$ cat src/rtl/pc_redirect_unit.sv
// rtl/pc_redirect_unit.sv - decode-side control-flow resolver with return-address stack and fetch redirect
// Optional redirect statistics counter enabled by defining PC_REDIRECT_STATS_EN.
module pc_redirect_unit #(
    parameter int RAS_DEPTH = 4,
    parameter int AW        = 16
) (
    input  logic          clk,
    input  logic          reset_n,
    input  logic [AW-1:0] IF_PC,
    input  logic [AW-1:0] IF_instruction,
    input  logic          instr_valid,
    input  logic          stall,
    input  logic [AW-1:0] rs_val,
    input  logic [AW-1:0] rt_val,
    output logic [1:0]    PCsrc,
    output logic [AW-1:0] I_TypeImmediate,
    output logic [AW-1:0] J_TypeImmediate,
    output logic [AW-1:0] ReturnAddress,
    output logic          flush,
    output logic          ras_underflow,
`ifdef PC_REDIRECT_STATS_EN
    output logic [15:0]   redirect_count,
`endif
    output logic          ras_overflow
);
    localparam int PW = $clog2(RAS_DEPTH);
    localparam logic [PW:0] DEPTH_C = (PW+1)'(RAS_DEPTH);

    typedef enum logic [1:0] {IDLE, REDIRECT, SQUASH} state_t;
    state_t state, state_next;

    logic [1:0]    pcsrc_q, pcsrc_next;
    logic [AW-1:0] i_q, j_q, ret_q;
    logic [AW-1:0] ras [RAS_DEPTH];
    logic [PW-1:0] ptr;
    logic [PW:0]   count;

    logic [3:0]    op;
    logic          dec, is_beq, is_bne, is_jmp, is_call, is_ret;
    logic          ras_empty, ras_full, operands_eq, taken, push, pop, underflow_hit;
    logic [AW-1:0] i_target, j_target, link_addr;
    logic [PW-1:0] top_idx;

    always_comb begin
        op          = IF_instruction[15:12];
        dec         = instr_valid && !stall && (state == IDLE);
        is_beq      = (op == 4'b1000);
        is_bne      = (op == 4'b1001);
        is_jmp      = (op == 4'b1100);
        is_call     = (op == 4'b1101);
        is_ret      = (op == 4'b1110);
        ras_empty   = (count == '0);
        ras_full    = (count == DEPTH_C);
        operands_eq = (rs_val == rt_val);
        top_idx     = ptr - 1'b1;
        i_target    = IF_PC + {{(AW-6){IF_instruction[5]}}, IF_instruction[5:0]};
        j_target    = {IF_PC[AW-1:12], IF_instruction[11:0]};
        link_addr   = IF_PC + 1'b1;

        push          = dec && is_call;
        pop           = dec && is_ret && !ras_empty;
        underflow_hit = dec && is_ret && ras_empty;
        taken         = dec && (is_jmp || is_call || (is_ret && !ras_empty) ||
                                (is_beq && operands_eq) || (is_bne && !operands_eq));

        pcsrc_next = 2'b00;
        if (is_beq || is_bne)       pcsrc_next = 2'b01;
        else if (is_jmp || is_call) pcsrc_next = 2'b10;
        else if (is_ret)            pcsrc_next = 2'b11;
    end

    always_comb begin
        state_next = state;
        PCsrc      = 2'b00;
        flush      = 1'b0;
        case (state)
            IDLE:     if (taken) state_next = REDIRECT;
            REDIRECT: begin
                PCsrc      = pcsrc_q;
                flush      = 1'b1;
                state_next = SQUASH;
            end
            SQUASH: begin
                flush      = 1'b1;
                state_next = IDLE;
            end
            default:  state_next = IDLE;
        endcase
    end

    always_ff @(posedge clk or negedge reset_n) begin
        if (!reset_n) begin
            state         <= IDLE;
            pcsrc_q       <= 2'b00;
            i_q           <= '0;
            j_q           <= '0;
            ret_q         <= '0;
            ptr           <= '0;
            count         <= '0;
            ras_underflow <= 1'b0;
            ras_overflow  <= 1'b0;
        end else begin
            state         <= state_next;
            ras_underflow <= underflow_hit;
            if (taken) begin
                pcsrc_q <= pcsrc_next;
                if (is_beq || is_bne)       i_q   <= i_target;
                if (is_jmp || is_call)      j_q   <= j_target;
                if (is_ret)                 ret_q <= ras[top_idx];
            end
            // A push while full overwrites the oldest slot: the pointer wraps, count saturates.
            if (push) begin
                ptr <= ptr + 1'b1;
                if (ras_full) ras_overflow <= 1'b1;
                else          count        <= count + 1'b1;
            end else if (pop) begin
                ptr   <= top_idx;
                count <= count - 1'b1;
            end
        end
    end

    always_ff @(posedge clk) begin
        if (push) ras[ptr] <= link_addr;
    end

`ifdef PC_REDIRECT_STATS_EN
    always_ff @(posedge clk or negedge reset_n) begin
        if (!reset_n)                                   redirect_count <= 16'h0000;
        else if (taken && redirect_count != 16'hFFFF)   redirect_count <= redirect_count + 16'h0001;
    end
`endif

    assign I_TypeImmediate = i_q;
    assign J_TypeImmediate = j_q;
    assign ReturnAddress   = ret_q;
endmodule
$ cat config.mk
export PLATFORM = sky130hd
export DESIGN_NAME = pc_redirect_unit
export DESIGN_NICKNAME = d
export VERILOG_FILES = /design/src/rtl/pc_redirect_unit.sv
export SDC_FILE = /design/constraint.sdc
export NUM_CORES = 1
export LEC_CHECK = 0
export ABC_AREA = 1
export CAP_MARGIN = 40
export CORE_MARGIN = 8
export CORE_UTILIZATION = 55
export DETAILED_ROUTE_END_ITERATION = 10
export PLACE_DENSITY = 0.92
export RECOVER_POWER = 50
export SLEW_MARGIN = 10
export SYNTH_ARGS = -nofsm -noshare
export SYNTH_HDL_FRONTEND = slang
export SYNTH_SLANG_ARGS = --single-unit
export TNS_END_PERCENT = 5
$ cat constraint.sdc
create_clock -name clk -period 6.9 [get_ports clk]
set_input_delay 1.035 -clock clk [delete_from_list [all_inputs] [get_ports clk]]
set_output_delay 1.035 -clock clk [all_outputs]
set_load 0.02 [all_outputs]
==> results.yml <==
# synthesis and place-and-route metrics
floorplanning:
  dieArea_um2: 15170
  core_um2: 11320
  die.size.y_um: 123.2
  rows: 39
  fp-utilization_pct: 55.78
  io_pins: 121
yosys:
  netlist.area_leader.share_pct: 30.43
  postSynthAreaPerCell_um2: 8.844
  ys_seq_share_pct: 53.81
  post_synth_num_cell_types: 35
  ys_cells: 714
  synth_area_um2: 6315
  synth_chip_area_um2: 6315
  syn_inst: 714
  ys.warnings.count: 0
  synth_flops: 123
  yosysTopAreaCell: "edfxtp_1"
  top_cells_by_area: "edfxtp_1 30%, dfrtp_1 23%, nand2_1 14%"
  fp_nets: 808
placement:
  post-dp-hpwl_um: 11930
cts:
  cts.reportedPaths.clkPinSlew_ns: 0.05
  cts_root_buffer: "clkbuf_16"
  cts.sinks: 123
  cts_max_level: 4
  cts_setup_buffers: 0
  clockBufferDepth: 2
  clk_latency_ns: 0.42
  cts_tree: "yes"
  cts_inserted_buffers: 17
critical_path:
  rr_endpoint: "ReturnAddress[7]"
  rr_startpoint: "ptr[0]"
  worstSetupEndpointType: "asynchronous set/reset pin"
  reg2reg_depth: 7
  path_cells: "buf_2 > clkbuf_1"
  crit_start: "reset_n"
  path_max_fanout: 59
  setup.worst_path.end: "pcsrc_q[1]"
  path_delay_family: "buffers and inverters"
  path_buffers: 2
  critPathArrivalTime_ns: 3.51
  slowest_stage: "clkbuf_1"
  cpPeakStageDelay_ns: 2.35
  cp.depth: 2
  r2r_slack_ns: 3.97
detailed_routing:
  antenna_violating_nets_post_route: 0
  vias: 5435
  firstDrtPassIters: 5
  drt_iter0_drc: 414
  post_drt_wl_per_cell_um: 16.65
  wl_um: 16620
  viasPerCell: 5.446
cells_and_area:
  drive_gt1_share_pct: 5.029
  antenna_cells: 0
  area.sequential_um2: 3398
  nFillCells: 789
  nets: 936
  syn_to_final_growth_pct: 30.55
  mi_logic_area_um2: 2571
global_routing:
  grt.overflow.total: 0
  antenna_found_initial: 0
  grt_max_degree: 60
  grt_pass1_wl_um: 26050
  grt_pass1_vias: 5378
sta:
  slew_viol_final: 60
  finClkSkew_ns: 0.004833
  relSlewSlack_pct: -124.0
  finalCriticalPeriod_ns: 3.754
  setup_tns_ns: 0
  worstMarginPinSlew_ns: 3.360
  final.setup.worst_slack_ns: 3.146
  period_used_pct: 54.40
  setup_violations: 0
  rsz0062_at_grt: "no"
hold_path:
  hp-class: "reg -> reg"
  hold_depth: 2
power_and_ir_drop:
  power_leakage_nw: 3.958
  cellPowerDensity_nw_per_um2: 351.8
  ir_drop_v: 0.0003065
run:
  cap_violations: 1
  warning_count: 32
run_status:
  status: "finished, violations left"
  violations: "max-capacitance violations, max-slew violations"
==> cells by family (layout without fill, tap and decap cells) <==
family / after synthesis / after routing / share of synthesized area, %
flip-flops: 123 / 123 / 53.81
AND-OR/OR-AND: 80 / 80 / 6.737
adder cells (fa/ha/maj): 26 / 26 / 5.389
buffers and inverters: 85 / 226 / 5.290
AND/OR/NAND/NOR: 374 / 374 / 25.16
XOR/XNOR: 26 / 26 / 3.606
==> cells in the mapped netlist <==
cell and n:
buf_1 1, edfxtp_1 64, xor2_1 24, nor2_2 2, buf_2 3, dfrtp_1 59
nor3_1 2, inv_2 1, nor2_8 1, o21a_1 1, xnor2_1 2, or2_2 1
nor4_2 1, nand3b_1 1, a21oi_1 18, o22ai_1 16, ha_1 24, nand3_2 1
nand4_1 19, nand3_4 2, inv_1 64, nand2_4 1, nand2_2 1, clkinv_1 3
a21o_1 1, clkbuf_1 11, o21ai_0 44, buf_4 1, nand2_1 234, and2_1 3
nand3b_4 1, nand3_1 25, fa_1 2, nor2_1 79, buf_6 1
==> through the flow <==
stage                     total power, mW  cells  hold slack, ns
final                               2.900    998          0.4685
after global placement              2.001    965          0.4524
after detailed placement            2.062    966          0.4619
after global routing                3.050    998          0.4936
after CTS                           2.951    998          0.4750
after floorplan                     1.610    714          0.4524
==> cell usage in the layout, fill, tap and decap left out, drive strengths merged, types with 2 or more instances in the layout <==
cell,Yosys,layout
ha,24,24
dfrtp,59,59
xor2,24,24
clkinvlp,0,4
and2,3,3
o21ai,44,44
clkdlybuf4s50,0,69
dlygate4sd3,0,50
inv,65,66
nor2,82,82
nor3,2,2
nand4,19,19
o22ai,16,16
edfxtp,64,64
a21oi,18,18
xnor2,2,2
clkinv,3,8
bufinv,0,3
buf,6,6
nand3b,2,2
nand3,28,28
nand2,236,236
clkbuf,11,20
fa,2,2
==> final cells by class <==
class	count	area share [%]
clock buffer	19	5.251
clock inverter	13	1.821
inverter	68	3.096
multi-input combinational	506	31.19
sequential	123	41.22
tap	143	2.170
timing repair buffer	126	15.25
==> registers in the layout, summed over array words and instances (netlist names), 2 cells and up <==
register	flops
ras	64
I_TypeImmediate	16
J_TypeImmediate	16
ReturnAddress	16
count	3
pcsrc_q	2
ptr	2
state	2
==> power breakdown <==
part	switching, mW	total, mW	internal, mW
Combinational	0.611	1.02	0.405
Sequential	0.0945	1.01	0.911
Clock	0.316	0.879	0.562
Total	1.02	2.90	1.88
==> worst min path at each step <==
stage	from	end	slack, ns
global route	J_TypeImmediate[8]	J_TypeImmediate[8]	0.49
floorplan	pcsrc_q[0]	pcsrc_q[0]	0.45
detailed placement	I_TypeImmediate[0]	I_TypeImmediate[0]	0.46
global placement	J_TypeImmediate[1]	J_TypeImmediate[1]	0.45
CTS	J_TypeImmediate[7]	J_TypeImmediate[7]	0.47
finish	ReturnAddress[4]	ReturnAddress[4]	0.47
==> routing by layer <==
metal | share of wire [%] | vias up | GRT usage, %
li1 | - | 2609 | -
met1 | 39 | 2532 | 25.08
met2 | 51 | 256 | 38.46
met3 | 7.5 | 38 | 7.306
met4 | 3.0 | 0 | 10.01
met5 | 0 | - | 0
**Sequential cells colored by netlist name**

Bar = 20 um. Other sequential cells in the stronger gray, the rest of the logic in the fainter gray.
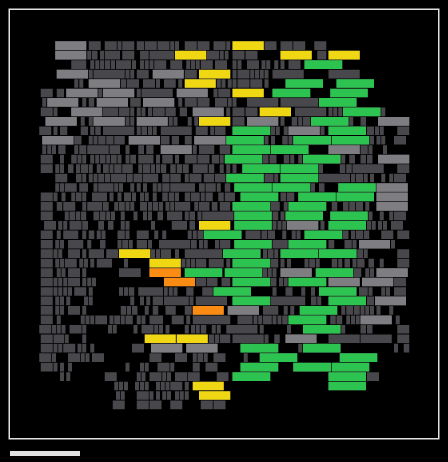
| color | signal | flops |
|---|---|---|
| yellow | J_TypeImmediate | 16 |
| green | ras | 64 |
| orange | count | 3 |
not colored: 40

**Cell area per tile**

12 x 12 tiles, from black (low) to pale yellow (high), 0 to 100% covered.
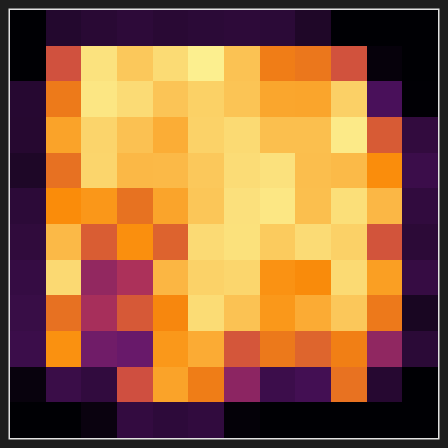
tiles over 75% full: 43%
mean over tiles: 53%
emptiest ninth of the die: bottom left

**Cell classes on the final placement**

Bar = 20 um. Fill, decap, tap and diode cells in gray.
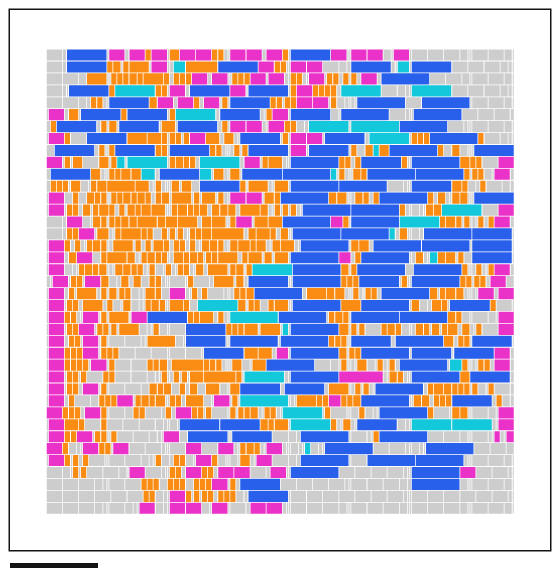
| color | class | cells |
|---|---|---|
| magenta | remaining buffers and delay cells | 126 |
| blue | sequential cells | 123 |
| cyan | clock drivers and dummy loads | 32 |
| orange | remaining logic cells | 574 |

**Routing congestion**

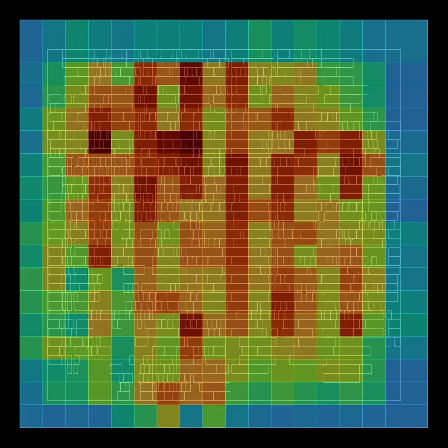
final core occ: 72.82%
GRT Overall Usage: 22.44%
M1 GR Usage: 25.08%

**Routed metal, one color a layer**

Bar = 20 um. Only two layers are drawn.
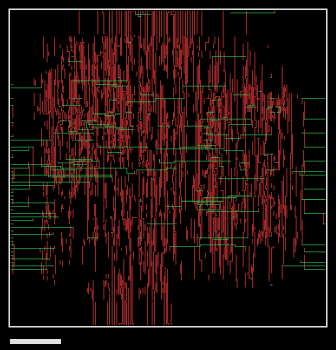
| color | layer | wire length |
|---|---|---|
| green | M3 | 1250 um |
| red | M2 | 8430 um |

No activity file was given, so power comes from the tool's default toggle rates.
